==> config.mk <==
export PLATFORM = sky130hd
export DESIGN_NAME = branch_redirect_ctrl
export DESIGN_NICKNAME = d
export VERILOG_FILES = /design/src/rtl/branch_redirect_ctrl.sv
export SDC_FILE = /design/constraint.sdc
export NUM_CORES = 1
export LEC_CHECK = 0
export CAP_MARGIN = 30
export CORE_MARGIN = 8
export CORE_UTILIZATION = 30
export DETAILED_ROUTE_END_ITERATION = 10
export PLACE_DENSITY = 0.69
export SLEW_MARGIN = 20
export SYNTH_ARGS = -nofsm -noshare
export SYNTH_HDL_FRONTEND = slang
export SYNTH_SLANG_ARGS = --single-unit
export TNS_END_PERCENT = 50
==> constraint.sdc <==
create_clock -name clk -period 1.8 [get_ports clk]
set_clock_uncertainty 0.2 [all_clocks]
set_input_delay 0.36 -clock clk [delete_from_list [all_inputs] [get_ports clk]]
set_output_delay 0.36 -clock clk [all_outputs]
set_load 0.01 [all_outputs]
run_1/congestion.png
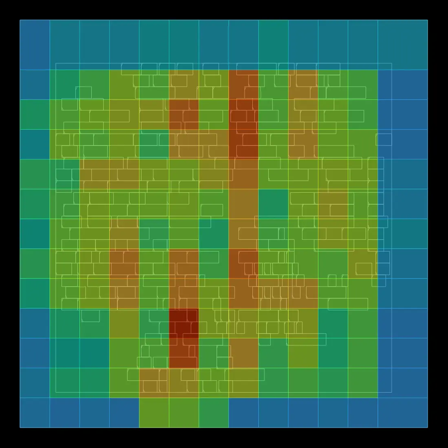
GR Layer Usage met1: 12.56%
utilization after layout: 52.16%
met2 Use GR: 18.42%
met3 Usage GRT: 4.476%
WL per Instance: 16.44 um

run_1/layer_met3.png
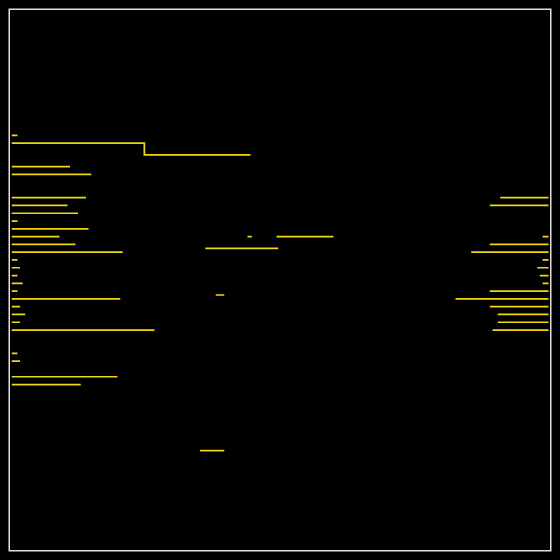
main direction = horizontal
longest straight run = 24.6 um
nets with wire on the layer = 43
vias: 1325
drt total wl: 4948 um

run_1/layer_met2.png
Bar = 20 um.
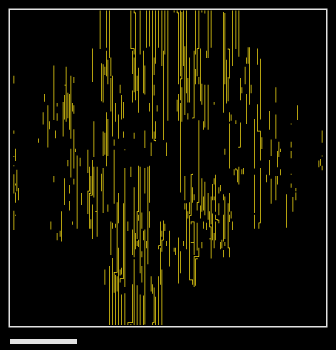
main direction = vertical
longest straight run = 38.1 um
share of all routed wire = 51%
wire length on this layer = 2530 um

==> Changelog: implementation, run 1 <==
## Flow update

* Max Freq at between 500 and 600 MHz
* Worst reg-to-reg path cell count at 5
* IO Pins at ~85
* Synth Register Bits at 41
* Hold Path Class: flop to flop
* DRT iter0 DRCs at 24
* Met1 Routed Length at 2007 um
* Pin count of the biggest net entering global routing at 42
* Min-Delay Path Depth at 1
* CTS root buf: clkbuf_8
* Most frequent logic cell in the layout: clkdlybuf4s50_1
* CP peak stage delay at ~0.55 ns
* YS chip area at roughly 1800 um^2
* CP Launch Type: flop
* Max IR drop VDD at about 0.67 mV
* Net count, final at ~270
* Final Hold Vio Count at 0
* Remaining DRCs at 0
* Fa+ha+maj area frac at 1.360%
* Maximum clock path buffer count at 2
* Top Layout Cells: clkdlybuf4s50_1 (50), dfrtp_1 (41), mux2_4 (28)
* Slowest CP cell: clkdlybuf4s50_1
* Power per cell area at 1424 nW/um^2
* CP arrival at about 1.2 ns
* Yosys simple share at under 10%
* Crit path DRT at 1.24 ns
* FILL cells at approximately 520
* Top non-seq family: multiplexers
* Max reg flops at 32
* Layout cells sized above 1 at 29.65%
* Top routing layer in use: met4
* WL met2 at 2525 um
* Number of buffers created by CTS at 5
* Antenna violations before repair at 0
* Vias in the first global route at ~1.5k
* Layout area overhead at 67.78%
* Clk_lat worst skew at roughly 0.29 ns
* Vias per std cell at 4.402
* Die Size at 8897 um^2
* Synth Instances at 126
* Total power draw at approximately 4400 uW
* Outcome: finished clean
* Final setup viols at 0
## run 1: stage by stage
stage | hold slack (ns) | cell area [um^2] | TNS (ns) | utilization, %
finish | 0.3090 | 3088 | 0 | 52.16
global route | 0.3284 | 3088 | 0 | 52.16
CTS | 0.3116 | 3054 | 0 | 51.59
detailed placement | 0.2607 | 2791 | -18.92 | 47.15
global placement | 0.2556 | 2791 | -14.94 | 47.15
floorplan | -0.1356 | 1841 | 0 | -
## run 1: kinds of logic (layout without fill, tap and decap cells)
family	Yosys count	count (layout)
adders and majority gates	2	2
buffers and inverters	13	113
DFF	41	41
AOI/OAI and AO/OA	17	17
and+or+nand+nor	21	21
muxes	32	32
## run 1: metal layers
metal	global-route usage, %	vias up
li1	-	632
met1	12.56	642
met2	18.42	47
met3	4.476	4
met4	4.624	0
met5	0	-
## run 1: area by class of cell
class	instances	area [um^2]	area share, %
clock buffers	5	68.82	2.229
clock inverters	3	46.29	1.499
inverters	6	22.52	0.7293
multi-input cells	72	777.0	25.16
flip-flops and latches	41	1026	33.23
well taps	75	93.84	3.039
repair buffers	99	1054	34.12
## run 1: cell usage after synthesis
cell	instances	share of area (%)
nand2b_1	3	1.0
ha_1	2	1.4
nand3_1	2	0.54
nand2_1	3	0.61
nor2_1	5	1.0
buf_6	3	1.8
inv_1	6	1.2
mux2_4	28	23
mux2_2	4	2.4
nor3b_1	1	0.41
a211oi_1	1	0.41
o21ai_0	8	2.2
o22ai_1	1	0.34
buf_4	4	1.6
dfrtp_1	41	56
a32o_1	1	0.54
nand3b_1	1	0.41
o221ai_2	1	0.82
or3_1	1	0.34
nor2b_1	3	1.0
nand4b_4	1	1.3
and4b_1	1	0.54
a31oi_1	1	0.34
a21oi_1	4	1.1
## run 1: report_power, final
group	leakage [uW]	internal [uW]	total (uW)	switching (uW)
Combinational	0.00106	1320	2030	714
Clock	0.0000543	415	751	336
Sequential	0.000498	1350	1620	264
Total	0.00162	3080	4400	1310
## run 1: what timing repair did
item,4_1_cts,5_1_grt
cloned,2,0
setup endpoints to repair,42,47
endpoints found under the hold margin,41,0
buffers inserted,3,1
hold buffers,1,0
resized,37,23
pin swaps,4,4
run_1/flops_by_reg.png
Bar = 20 um. Other sequential cells in the stronger grey, the rest of the logic in the fainter grey.
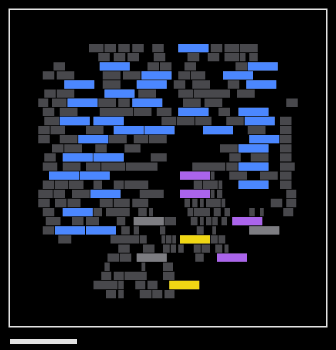

--- run 2 (diff from run 1) ---
--- a/config.mk
+++ b/config.mk
@@ -5,10 +5,12 @@
 export SDC_FILE = /design/constraint.sdc
 export NUM_CORES = 1
 export LEC_CHECK = 0
+export ABC_CLOCK_PERIOD_IN_PS = 1800
 export CAP_MARGIN = 30
 export CORE_MARGIN = 8
 export CORE_UTILIZATION = 30
 export DETAILED_ROUTE_END_ITERATION = 10
+export MAX_ROUTING_LAYER = met4
 export PLACE_DENSITY = 0.69
 export SLEW_MARGIN = 20
 export SYNTH_ARGS = -nofsm -noshare
run_2/flops_by_reg.png
Bar = 20 um. Other sequential cells in the stronger grey, the rest of the logic in the fainter grey.
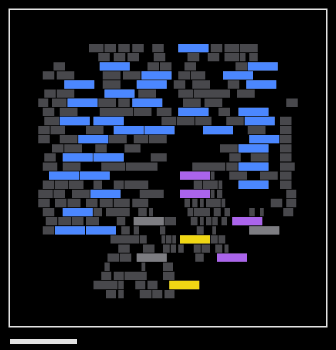
yellow -> `state`  # placed flops 2
purple -> `flush_cnt`  # placed flops 4
blue -> `redirect_pc`  # placed flops 32
not coloured = 3
utilization after layout: 52.07%
register area: 1026 um^2
Seq/total area: 33.28%

run_2/logic_types.png
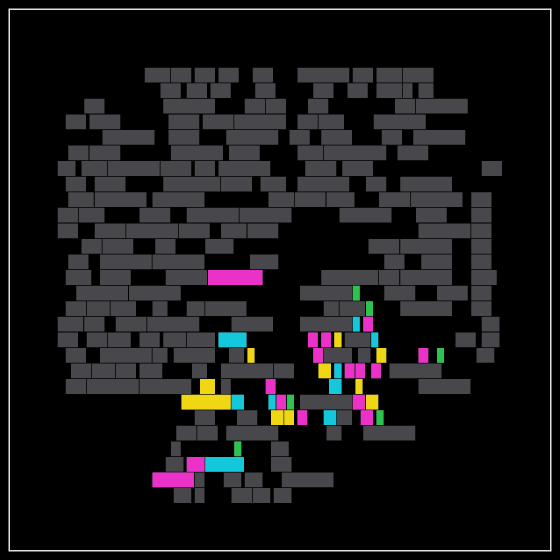
green -> inv cells  # cells 6, most used inv_1
cyan -> nor cells  # cells 9, most used nor2_1
magenta -> aoi and oai cells  # cells 16, most used o21ai_0
yellow -> nand cells  # cells 10
most frequent logic cell in the layout: clkdlybuf4s50_1
Comb area share: 25.20%
Non-Filler Instances: 301

==> run 2 against run 1 <==
Global-route usage up 0.33 points. Clock power about the same. Register-to-register slack about the same. Utilization down 0.084 points. Routed wire length fell by 0.77%. Die size stayed put. Critical path type unchanged.
==> Changelog: implementation, run 2 <==
## Flow update

* Outcome: finished clean (unchanged)
* Layout cells sized above 1 at 29.65% (unchanged)
* CP arrival at 1.20 ns (about the same)
* Hold_ws at 0.3060 ns (was 0.3090 ns)
* Cell area leaders: dfrtp_1 (56%), mux2_4 (23%), mux2_2 (2.4%) (unchanged)
* Crit path DRT at 1.24 ns (about the same)
* IO Pins at 85 (unchanged)
* Commonest flop: dfrtp_1 (unchanged)
* Vias in the first global route at 1549 (was 1541)
* Synth Register Bits at 41 (unchanged)
* Largest area contributor in the netlist: dfrtp_1 (unchanged)
* Layout area overhead at 67.51% (was 67.78%)
* Maximum clock path buffer count at 2 (unchanged)
* WL per Instance at 16.31 um (was 16.44 um)
* Max reg flops at 32 (unchanged)
* Synth Instances at 126 (unchanged)
* Drt total wl at 4910 um (was 4948 um)
* Hold Path Class: flop to flop (unchanged)
* Placement Cell Area at 2791 um^2 (unchanged)
* Top Layout Cells: clkdlybuf4s50_1 (52), dfrtp_1 (41), mux2_4 (28) (was clkdlybuf4s50_1 (50), dfrtp_1 (41), mux2_4 (28))
* Post-synth EDFFs at 0 (unchanged)
* DRT iter0 DRCs at 31 (was 24)
* Number of buffers created by CTS at 5 (unchanged)
* Vias per std cell at 4.412 (was 4.402)
* Net count, final at 273 (unchanged)
* Synth top cells by count: dfrtp_1 (41), mux2_4 (28), o21ai_0 (8) (unchanged)
-- run 2: power breakdown --
group	leakage (uW)	internal, uW	switching, uW
clock	0.0000543	415	335
combinational	0.00104	1320	715
sequential	0.000498	1350	263
total	0.00160	3090	1310
-- run 2: through the flow --
stage	setup TNS (ns)	total power, uW	utilization [%]
floorplan	0	2584	-
global placement	-14.94	3661	47.15
detailed placement	-18.92	3708	47.15
CTS	0	4518	51.59
global route	0	4656	52.07
finish	0	4403	52.07
-- run 2: cell type report --
type | instances | share of cell area, %
repair buffers | 99 | 34.01
inverters | 6 | 0.7305
multi-input cells | 72 | 25.20
well taps | 75 | 3.044
clock buffers | 5 | 2.232
flip-flops and latches | 41 | 33.28
clock inverters | 3 | 1.502
-- run 2: timing repair --
item,in CTS,in global routing
setup buffers,3,1
setup endpoints to repair,42,45
gates resized,37,21
endpoints found under the hold margin,41,0
hold buffers,1,0
pin swaps,4,4
gates cloned,2,0
-- run 2: logic make-up (layout without fill, tap and decap cells) --
| group | count (synthesis) | count (layout) | share of synthesized area, % |
|---|---|---|---|
| flip-flops | 41 | 41 | 55.74 |
| multiplexers | 32 | 32 | 25.29 |
| AND/OR/NAND/NOR | 21 | 21 | 7.207 |
| AND-OR/OR-AND | 17 | 17 | 5.711 |
| buffers and inverters | 13 | 113 | 4.691 |
| adder cells (fa/ha/maj) | 2 | 2 | 1.359 |
-- run 2: per-layer routing --
layer,GRT usage [%],vias up,share of wire (%)
met1,13.28,644,43
met5,-,-,0
met3,3.038,4,5.2
li1,-,633,-
met2,18.54,47,51
met4,4.624,0,0.84
Power figures rest on the tool's default switching activity, not on a simulated workload.
